## src/rtl/numberle_pkg.sv

```systemverilog
// Shared types and sizing for the Numberle guess controller.
// Digit 0 is always the leftmost (most significant) position.
package numberle_pkg;

    localparam int unsigned NUM_DIGITS = 4;
    localparam int unsigned DIGIT_W    = 4;
    localparam int unsigned CODE_W     = NUM_DIGITS * DIGIT_W;
    localparam int unsigned STAT_W     = 2;
    localparam int unsigned STATUS_W   = NUM_DIGITS * STAT_W;
    localparam int unsigned IDX_W      = 2;
    localparam int unsigned CNT_W      = 3;
    localparam int unsigned MAX_KEY    = 9;

    typedef enum logic [2:0] {
        IDLE,
        ENTRY,
        SCORE_EXACT,
        SCORE_MISP,
        RESULT,
        SHOW,
        WIN,
        LOSE
    } state_t;

    typedef enum logic [STAT_W-1:0] {
        ST_NONE    = 2'b00,
        ST_ABSENT  = 2'b01,
        ST_MISP    = 2'b10,
        ST_CORRECT = 2'b11
    } status_t;

    typedef logic [DIGIT_W-1:0] digit_t;

    // Keypad codes A..F are not part of a guess.
    function automatic logic is_digit(input digit_t code);
        return code <= DIGIT_W'(MAX_KEY);
    endfunction

endpackage

```

## src/rtl/numberle_guess_ctrl_btn_edge.sv

```systemverilog
// Rising-edge detector for a debounced button level.
// The edge is a combinational pulse while the level is high and its last sample was low.
module btn_edge (
    input  logic clk,
    input  logic rst,
    input  logic level,
    output logic rise_c
);

    logic level_q;

    always_ff @(posedge clk or posedge rst) begin
        if (rst) begin
            level_q <= 1'b0;
        end else begin
            level_q <= level;
        end
    end

    assign rise_c = level & ~level_q;

endmodule

```

## src/rtl/numberle_guess_ctrl.sv

```systemverilog
// Numberle game sequencer: builds a 4-digit guess from keypad input, scores it
// against a latched secret over six cycles and tracks attempts and win/lose.
module numberle_guess_ctrl
    import numberle_pkg::*;
#(
    parameter int unsigned MAX_TRIES = 6,
    parameter int unsigned TRY_W     = 3
) (
    input  logic                clk,
    input  logic                rst,
    input  logic                new_game,
    input  logic [CODE_W-1:0]   secret,
    input  logic                key_valid,
    input  logic [DIGIT_W-1:0]  key_code,
    input  logic                del_btn,
    input  logic                sub_btn,
    output logic [CODE_W-1:0]   disp_digits,
    output logic [NUM_DIGITS-1:0] disp_blank,
    output logic [STATUS_W-1:0] digit_status,
    output logic [TRY_W-1:0]    attempt,
    output logic                busy,
    output logic                win,
    output logic                lose
);

    state_t                state_q, state_d;
    digit_t                guess_q  [NUM_DIGITS];
    digit_t                guess_d  [NUM_DIGITS];
    digit_t                secret_q [NUM_DIGITS];
    digit_t                secret_d [NUM_DIGITS];
    status_t               status_q [NUM_DIGITS];
    status_t               status_d [NUM_DIGITS];
    logic [NUM_DIGITS-1:0] blank_q, blank_d;
    logic [NUM_DIGITS-1:0] sec_used_q, sec_used_d;
    logic [NUM_DIGITS-1:0] g_done_q, g_done_d;
    logic [CNT_W-1:0]      count_q, count_d;
    logic [IDX_W-1:0]      idx_q, idx_d;
    logic [TRY_W-1:0]      attempt_q, attempt_d;
    logic                  busy_q, win_q, lose_q;

    logic                  del_edge_c, sub_edge_c, key_ok_c;
    logic [IDX_W-1:0]      wr_pos, del_pos, match_j;
    logic                  found, all_correct;
    logic [TRY_W-1:0]      attempt_inc;

    btn_edge u_del_edge (
        .clk    (clk),
        .rst    (rst),
        .level  (del_btn),
        .rise_c (del_edge_c)
    );

    btn_edge u_sub_edge (
        .clk    (clk),
        .rst    (rst),
        .level  (sub_btn),
        .rise_c (sub_edge_c)
    );

    assign key_ok_c    = key_valid && is_digit(key_code);
    assign wr_pos      = count_q[IDX_W-1:0];
    assign del_pos     = IDX_W'(count_q - CNT_W'(1));
    assign attempt_inc = attempt_q + TRY_W'(1);

    // Lowest unused secret position holding the digit under test in the misplaced pass.
    always_comb begin
        found   = 1'b0;
        match_j = '0;
        for (int j = 0; j < NUM_DIGITS; j++) begin
            if (!found && !sec_used_q[j] && (secret_q[j] == guess_q[idx_q])) begin
                found   = 1'b1;
                match_j = IDX_W'(j);
            end
        end
    end

    always_comb begin
        all_correct = 1'b1;
        for (int i = 0; i < NUM_DIGITS; i++) begin
            if (status_q[i] != ST_CORRECT) begin
                all_correct = 1'b0;
            end
        end
    end

    // Next-state and datapath update; new_game overrides everything else.
    always_comb begin
        state_d    = state_q;
        guess_d    = guess_q;
        secret_d   = secret_q;
        status_d   = status_q;
        blank_d    = blank_q;
        sec_used_d = sec_used_q;
        g_done_d   = g_done_q;
        count_d    = count_q;
        idx_d      = idx_q;
        attempt_d  = attempt_q;

        if (new_game) begin
            for (int i = 0; i < NUM_DIGITS; i++) begin
                secret_d[i] = secret[DIGIT_W*(NUM_DIGITS-1-i) +: DIGIT_W];
                guess_d[i]  = '0;
                status_d[i] = ST_NONE;
            end
            blank_d    = '1;
            sec_used_d = '0;
            g_done_d   = '0;
            count_d    = '0;
            idx_d      = '0;
            attempt_d  = '0;
            state_d    = ENTRY;
        end else begin
            case (state_q)
                IDLE: begin
                end

                // Submit is judged on the pre-update count and swallows a same-cycle key/delete.
                ENTRY: begin
                    if (sub_edge_c && (count_q == CNT_W'(NUM_DIGITS))) begin
                        state_d = SCORE_EXACT;
                    end else if (del_edge_c) begin
                        if (count_q != '0) begin
                            count_d          = count_q - CNT_W'(1);
                            guess_d[del_pos] = '0;
                            blank_d[IDX_W'(NUM_DIGITS-1) - del_pos] = 1'b1;
                        end
                    end else if (key_ok_c && (count_q < CNT_W'(NUM_DIGITS))) begin
                        count_d         = count_q + CNT_W'(1);
                        guess_d[wr_pos] = key_code;
                        blank_d[IDX_W'(NUM_DIGITS-1) - wr_pos] = 1'b0;
                    end
                end

                SCORE_EXACT: begin
                    for (int i = 0; i < NUM_DIGITS; i++) begin
                        if (guess_q[i] == secret_q[i]) begin
                            status_d[i]   = ST_CORRECT;
                            sec_used_d[i] = 1'b1;
                            g_done_d[i]   = 1'b1;
                        end else begin
                            status_d[i]   = ST_ABSENT;
                            sec_used_d[i] = 1'b0;
                            g_done_d[i]   = 1'b0;
                        end
                    end
                    idx_d   = '0;
                    state_d = SCORE_MISP;
                end

                SCORE_MISP: begin
                    if (!g_done_q[idx_q] && found) begin
                        status_d[idx_q]     = ST_MISP;
                        sec_used_d[match_j] = 1'b1;
                    end
                    idx_d = idx_q + IDX_W'(1);
                    if (idx_q == IDX_W'(NUM_DIGITS-1)) begin
                        state_d = RESULT;
                    end
                end

                RESULT: begin
                    attempt_d = attempt_inc;
                    if (all_correct) begin
                        state_d = WIN;
                    end else if (attempt_inc == TRY_W'(MAX_TRIES)) begin
                        state_d = LOSE;
                    end else begin
                        state_d = SHOW;
                    end
                end

                // First digit of the next guess replaces the scored one.
                SHOW: begin
                    if (key_ok_c) begin
                        for (int i = 0; i < NUM_DIGITS; i++) begin
                            guess_d[i]  = '0;
                            status_d[i] = ST_NONE;
                        end
                        guess_d[0] = key_code;
                        count_d    = CNT_W'(1);
                        blank_d    = {1'b0, {(NUM_DIGITS-1){1'b1}}};
                        state_d    = ENTRY;
                    end
                end

                WIN, LOSE: begin
                end

                default: begin
                    state_d = IDLE;
                end
            endcase
        end
    end

    always_ff @(posedge clk or posedge rst) begin
        if (rst) begin
            state_q    <= IDLE;
            for (int i = 0; i < NUM_DIGITS; i++) begin
                guess_q[i]  <= '0;
                secret_q[i] <= '0;
                status_q[i] <= ST_NONE;
            end
            blank_q    <= '1;
            sec_used_q <= '0;
            g_done_q   <= '0;
            count_q    <= '0;
            idx_q      <= '0;
            attempt_q  <= '0;
            busy_q     <= 1'b0;
            win_q      <= 1'b0;
            lose_q     <= 1'b0;
        end else begin
            state_q    <= state_d;
            guess_q    <= guess_d;
            secret_q   <= secret_d;
            status_q   <= status_d;
            blank_q    <= blank_d;
            sec_used_q <= sec_used_d;
            g_done_q   <= g_done_d;
            count_q    <= count_d;
            idx_q      <= idx_d;
            attempt_q  <= attempt_d;
            busy_q     <= (state_d == SCORE_EXACT) || (state_d == SCORE_MISP);
            win_q      <= (state_d == WIN);
            lose_q     <= (state_d == LOSE);
        end
    end

    for (genvar i = 0; i < NUM_DIGITS; i++) begin : g_pack
        assign disp_digits[DIGIT_W*(NUM_DIGITS-1-i) +: DIGIT_W] = guess_q[i];
        assign digit_status[STAT_W*(NUM_DIGITS-1-i) +: STAT_W]  = status_q[i];
    end

    assign disp_blank = blank_q;
    assign attempt    = attempt_q;
    assign busy       = busy_q;
    assign win        = win_q;
    assign lose       = lose_q;

endmodule

```

## config.mk

```make
export PLATFORM = sky130hd
export DESIGN_NAME = numberle_guess_ctrl
export DESIGN_NICKNAME = d
export VERILOG_FILES = /design/src/rtl/numberle_pkg.sv /design/src/rtl/numberle_guess_ctrl_btn_edge.sv /design/src/rtl/numberle_guess_ctrl.sv
export SDC_FILE = /design/constraint.sdc
export NUM_CORES = 1
export LEC_CHECK = 0
export ABC_AREA = 0
export ABC_CLOCK_PERIOD_IN_PS = 3050
export CORE_UTILIZATION = 55
export DETAILED_ROUTE_END_ITERATION = 10
export PLACE_DENSITY = 0.81
export RECOVER_POWER = 25
export REMOVE_ABC_BUFFERS = 1
export SETUP_SLACK_MARGIN = 0.15
export SLEW_MARGIN = 20
export SYNTH_ARGS = -nofsm -noshare
export SYNTH_HDL_FRONTEND = slang
export SYNTH_SLANG_ARGS = --single-unit
```

## constraint.sdc

```tcl
create_clock -name clk -period 3.05 [get_ports clk]
set_input_delay 0.915 -clock clk [delete_from_list [all_inputs] [get_ports clk]]
set_output_delay 0.915 -clock clk [all_outputs]
set_load 0.02 [all_outputs]
```

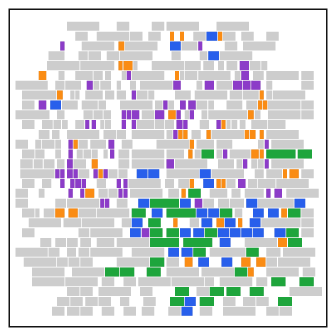
Figure 1: run 1, gate families picked out.
Blue is XOR/XNOR gates, cells 36, most used xor2_1. Green is multiplexers, cells 33, most used mux2_2. Orange is NOR gates, cells 46, most used nor2_1. Purple is NAND gates, cells 63, most used nand2_1.
Post-Layout Cell Count: 558
Top cell excl fill/tap: dfrtp_1
logic share of the area: 43.66%

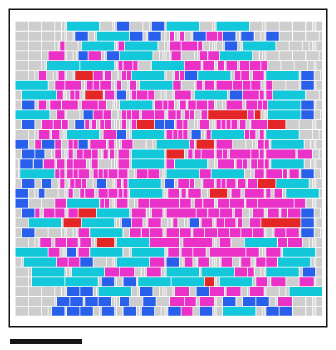
Figure 2: run 1, cell classes on the final placement.
The bar under the picture is 20 um long. Fill, decap, tap and diode cells in gray.
Magenta is all other logic, cells 301, share of their area 46%. Blue is other buffers and delay cells, cells 78, share of their area 15%. Cyan is flip-flops, cells 68, share of their area 35%. Red is clock drivers and dummy loads, cells 15, share of their area 4.6%.
core area: 6944 um2
utilization after layout: 72.14%
flip-flop and latch share of the layout cell area: 34.07%
design area: 5010 um2
Rows: 30

==> results.yml, run 1 <==
# yosys + openroad results
route:
  routedWlPerCell_um: 18.11
  top_layer_used: "met4"
synth:
  netlist_area_um2: 4019
  synth-edff-count: 0
  synthCells: 386
  yosysWarningCount: 0
  yosys.area.top_type_share_pct: 39.85
  ys_seq_share_pct: 42.47
cells_and_area:
  buf_share_pct: 14.59
  largest_cell_class: "logic gates"
critical_path:
  cp_max_fo: 4
  slowest_stage: "dlygate4sd3_1"
status:
  status: "finished clean"
die:
  io_pins: 60
  die_h_um: 87.48
global_route:
  use_met1_pct: 37.80
  grt_max_degree: 26
  antenna_found_initial: 0
min_path:
  min_path_type: "register to register"
pwr:
  vdd_drop_max_mv: 0.3320
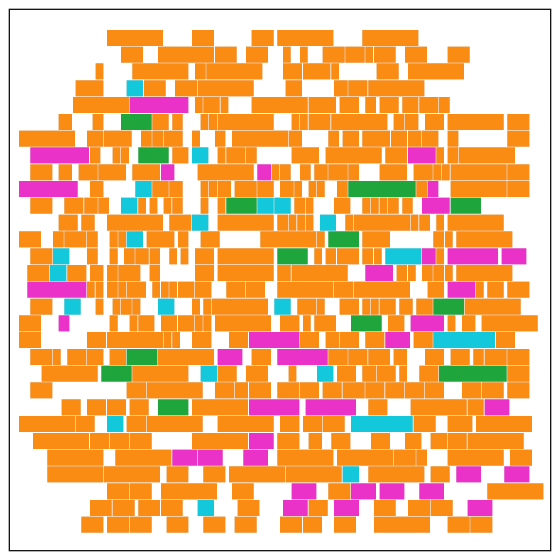
Figure 3: run 1, cell sizes after repair.
Orange is drive 1 or less, cells 391. Green is drive 6 and up, cells 13. Magenta is drive 2, cells 36. Cyan is drive 3 to 4, cells 22.
Non-clock buffers: 78
final setup margin: 0.3296 ns
layout overhead on the synthesized area: 24.66%

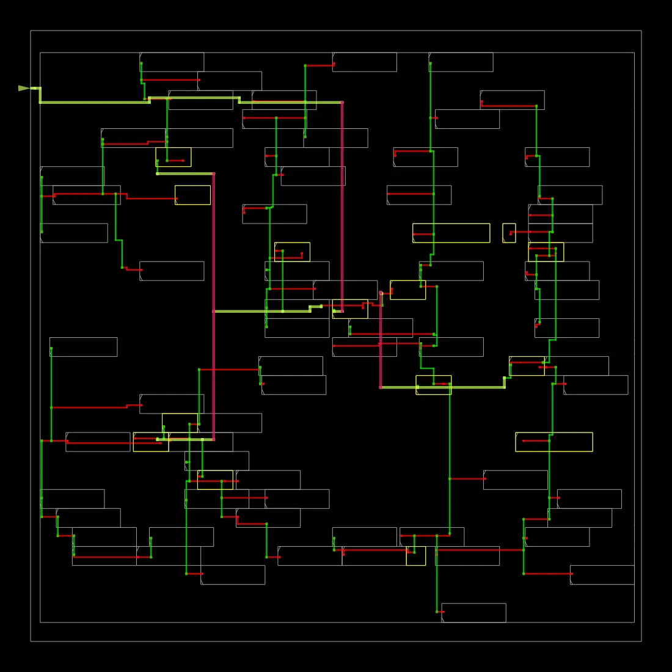
Figure 4: run 1, clock routing.
clock buf count: 11
P_clk: 0.833 mW
skew final: 0.005704 ns

[run 1: per-stage QoR]
step / util, % / cells / power, mW / instance area, um2 / setup WS [ns]
4_1_cts: 72.36 / 558 / 3.428 / 5025 / 0.4152
6_report: 72.14 / 558 / 3.418 / 5010 / 0.3296
3_5_place_dp: 69.14 / 543 / 2.583 / 4801 / 0.05412
3_3_place_gp: 69.14 / 543 / 2.537 / 4801 / 0.08715
2_1_floorplan: - / 369 / 2.110 / 3935 / 0.4301
5_1_grt: 72.14 / 558 / 3.618 / 5010 / 0.2117
[run 1: state kept, by name (all words and copies together), names as in the netlist, 4 cells and up]
name and count:
digit_status 8, disp_blank 4, disp_digits 16, g_done_q 4
sec_used_q 4, secret_q 16
==> run 1 -> run 2 <==
- SLEW_MARGIN: 20 -> not set
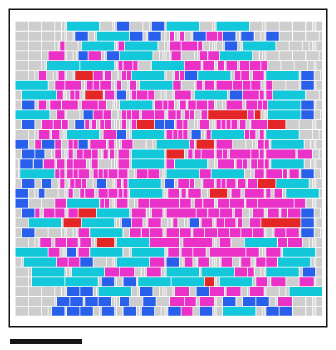
Figure 5: run 2, cell classes on the final placement.
The bar under the picture is 20 um long. Fill, decap, tap and diode cells in gray.
Blue is other buffers and delay cells, cells 78, share of their area 15%. Red is clock drivers and dummy loads, cells 15, share of their area 4.6%. Magenta is all other logic, cells 301, share of their area 46%. Cyan is flip-flops, cells 68, share of their area 35%.

==> run 2 against run 1 <==
Clock power barely moved. Non-clock buffer count stayed put. Utilization unchanged. Worst setup slack stayed put. Highest routed layer unchanged. Clock-buffer cell count stayed put. Clock skew unchanged. Via count unchanged. Combinational power about the same.
==> results.yml, run 2 <==
# yosys + openroad results
status:
  status: "finished clean"
die:
  rows: 30
  core_area_um2: 6944
  io_pins: 60
pwr:
  vdd_drop_max_mv: 0.3320
  p_clk_mw: 0.833
  finalPower_mw: 3.418
synth:
  ys_seq_share_pct: 42.47
  synthCells: 386
  netlist_area_um2: 4019
  synth-edff-count: 0
global_route:
  grt_max_degree: 26
route:
  routedWlPerCell_um: 18.11
critical_path:
  cp_max_fo: 4
cells_and_area:
  layout_top_cell: "dfrtp_1"
  largest_cell_class: "logic gates"
  buf_share_pct: 14.59
  n_all_buffers: 78
  sh_seq_area_pct: 34.07
  comb_area_share_pct: 43.66
  clkbuf_count: 11
final_timing:
  fin_skew_ns: 0.005704
min_path:
  min_path_type: "register to register"
-- run 2: stage by stage --
stage / std cells / worst slack [ns] / hold slack (ns) / area, um2
3_5_place_dp: 543 / 0.05412 / 0.5169 / 4801
6_report: 558 / 0.3296 / 0.5289 / 5010
3_3_place_gp: 543 / 0.08715 / 0.5005 / 4801
4_1_cts: 558 / 0.4152 / 0.5308 / 5025
2_1_floorplan: 369 / 0.4301 / 0.4755 / 3935
5_1_grt: 558 / 0.2117 / 0.5501 / 5010
-- run 2: metal layers --
metal	part of all wire (%)	GRT usage [%]
met2	50	49.15
met3	6.7	7.299
met1	42	37.80
met5	0	0
met4	1.5	10.73
Figure 6. M2 wires (run 2).
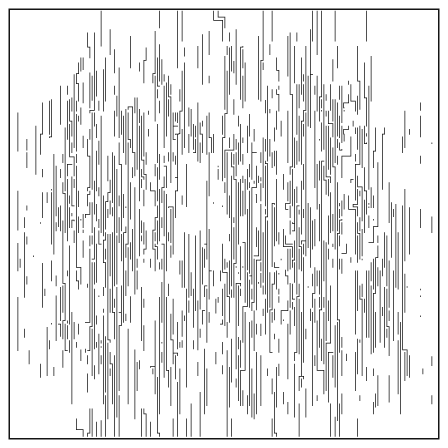

==> run 2 -> run 3 <==
- GPL_TIMING_DRIVEN: not set -> 0
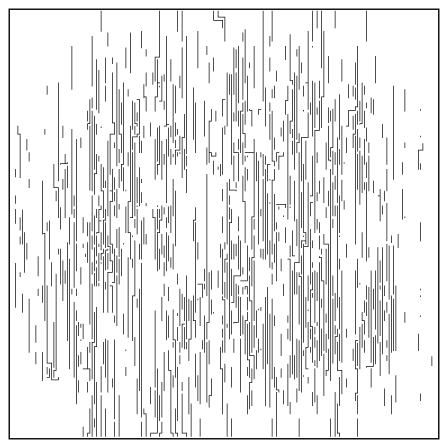
Figure 7: run 3, M2 wires.
The wires run mostly vertical. The layer carries 4600 um of wire. The longest straight run is 43.2 um. 407 nets have wire on it. The layer holds 48% of the routed length.
Via Count: 3304
M2 GR Usage: 42.68%
WL final: 9655 um

==> run 3 against run 2 <==
The run now ends with max-capacitance violations, max-slew violations left. Register-to-register slack lost 0.14 ns. Clock-buffer cell count fell by 2. First-iteration DRC count is 9.1% higher. Sequential cell count unchanged. Utilization decreased by 0.99 points. Synthesized cell count did not move. Non-clock buffer count is 18 lower. Critical path type unchanged.
==> results.yml, run 3 <==
# yosys + openroad results
status:
  violations: "max-capacitance violations, max-slew violations"
  status: "complete, but fails checks"
route:
  routedWlPerCell_um: 17.85
die:
  rows: 30
  core_area_um2: 6944
placed_design:
  pre_cts_ws_ns: -0.4682
  dp.cells: 525
synth:
  synth-edff-count: 0
  synthCells: 386
  ys_seq_share_pct: 42.47
cells_and_area:
  layout_top_cell: "dfrtp_1"
  fin_area_um2: 4941
  buf_share_pct: 12.26
  final_cell_count_no_fill: 541
  largest_cell_class: "logic gates"
  comb_area_share_pct: 44.90
run:
  drv_cap: 1
final_timing:
  setup_ws_ns: 0.2000
  maxSlewViolCount: 39
  fin_skew_ns: 0.009043
global_route:
  grt_max_degree: 40
pwr:
  finalPower_mw: 3.467
min_path:
  min_path_type: "register to register"
run 3: cell families (layout without fill, tap and decap cells):
| group | Yosys count | in the layout |
|---|---|---|
| buf+inv | 28 | 87 |
| xor+xnor | 36 | 36 |
| flops | 68 | 68 |
| compound gates | 91 | 91 |
| fa+ha+maj | 11 | 11 |
| simple gates | 119 | 119 |
| mux | 33 | 33 |
run 3: power breakdown:
part / switching (mW) / internal [mW] / total [mW]
Sequential: 0.236 / 1.05 / 1.28
Combinational: 0.669 / 0.589 / 1.26
Clock: 0.380 / 0.547 / 0.927
Total: 1.29 / 2.18 / 3.47
run 3: routing by layer:
metal  track usage (%)  share of wire (%)
met3             4.834                6.2
met5                 0                  0
met2             42.68                 48
met4             12.82                2.1
met1             39.19                 44
Power and IR drop assume default switching activity.
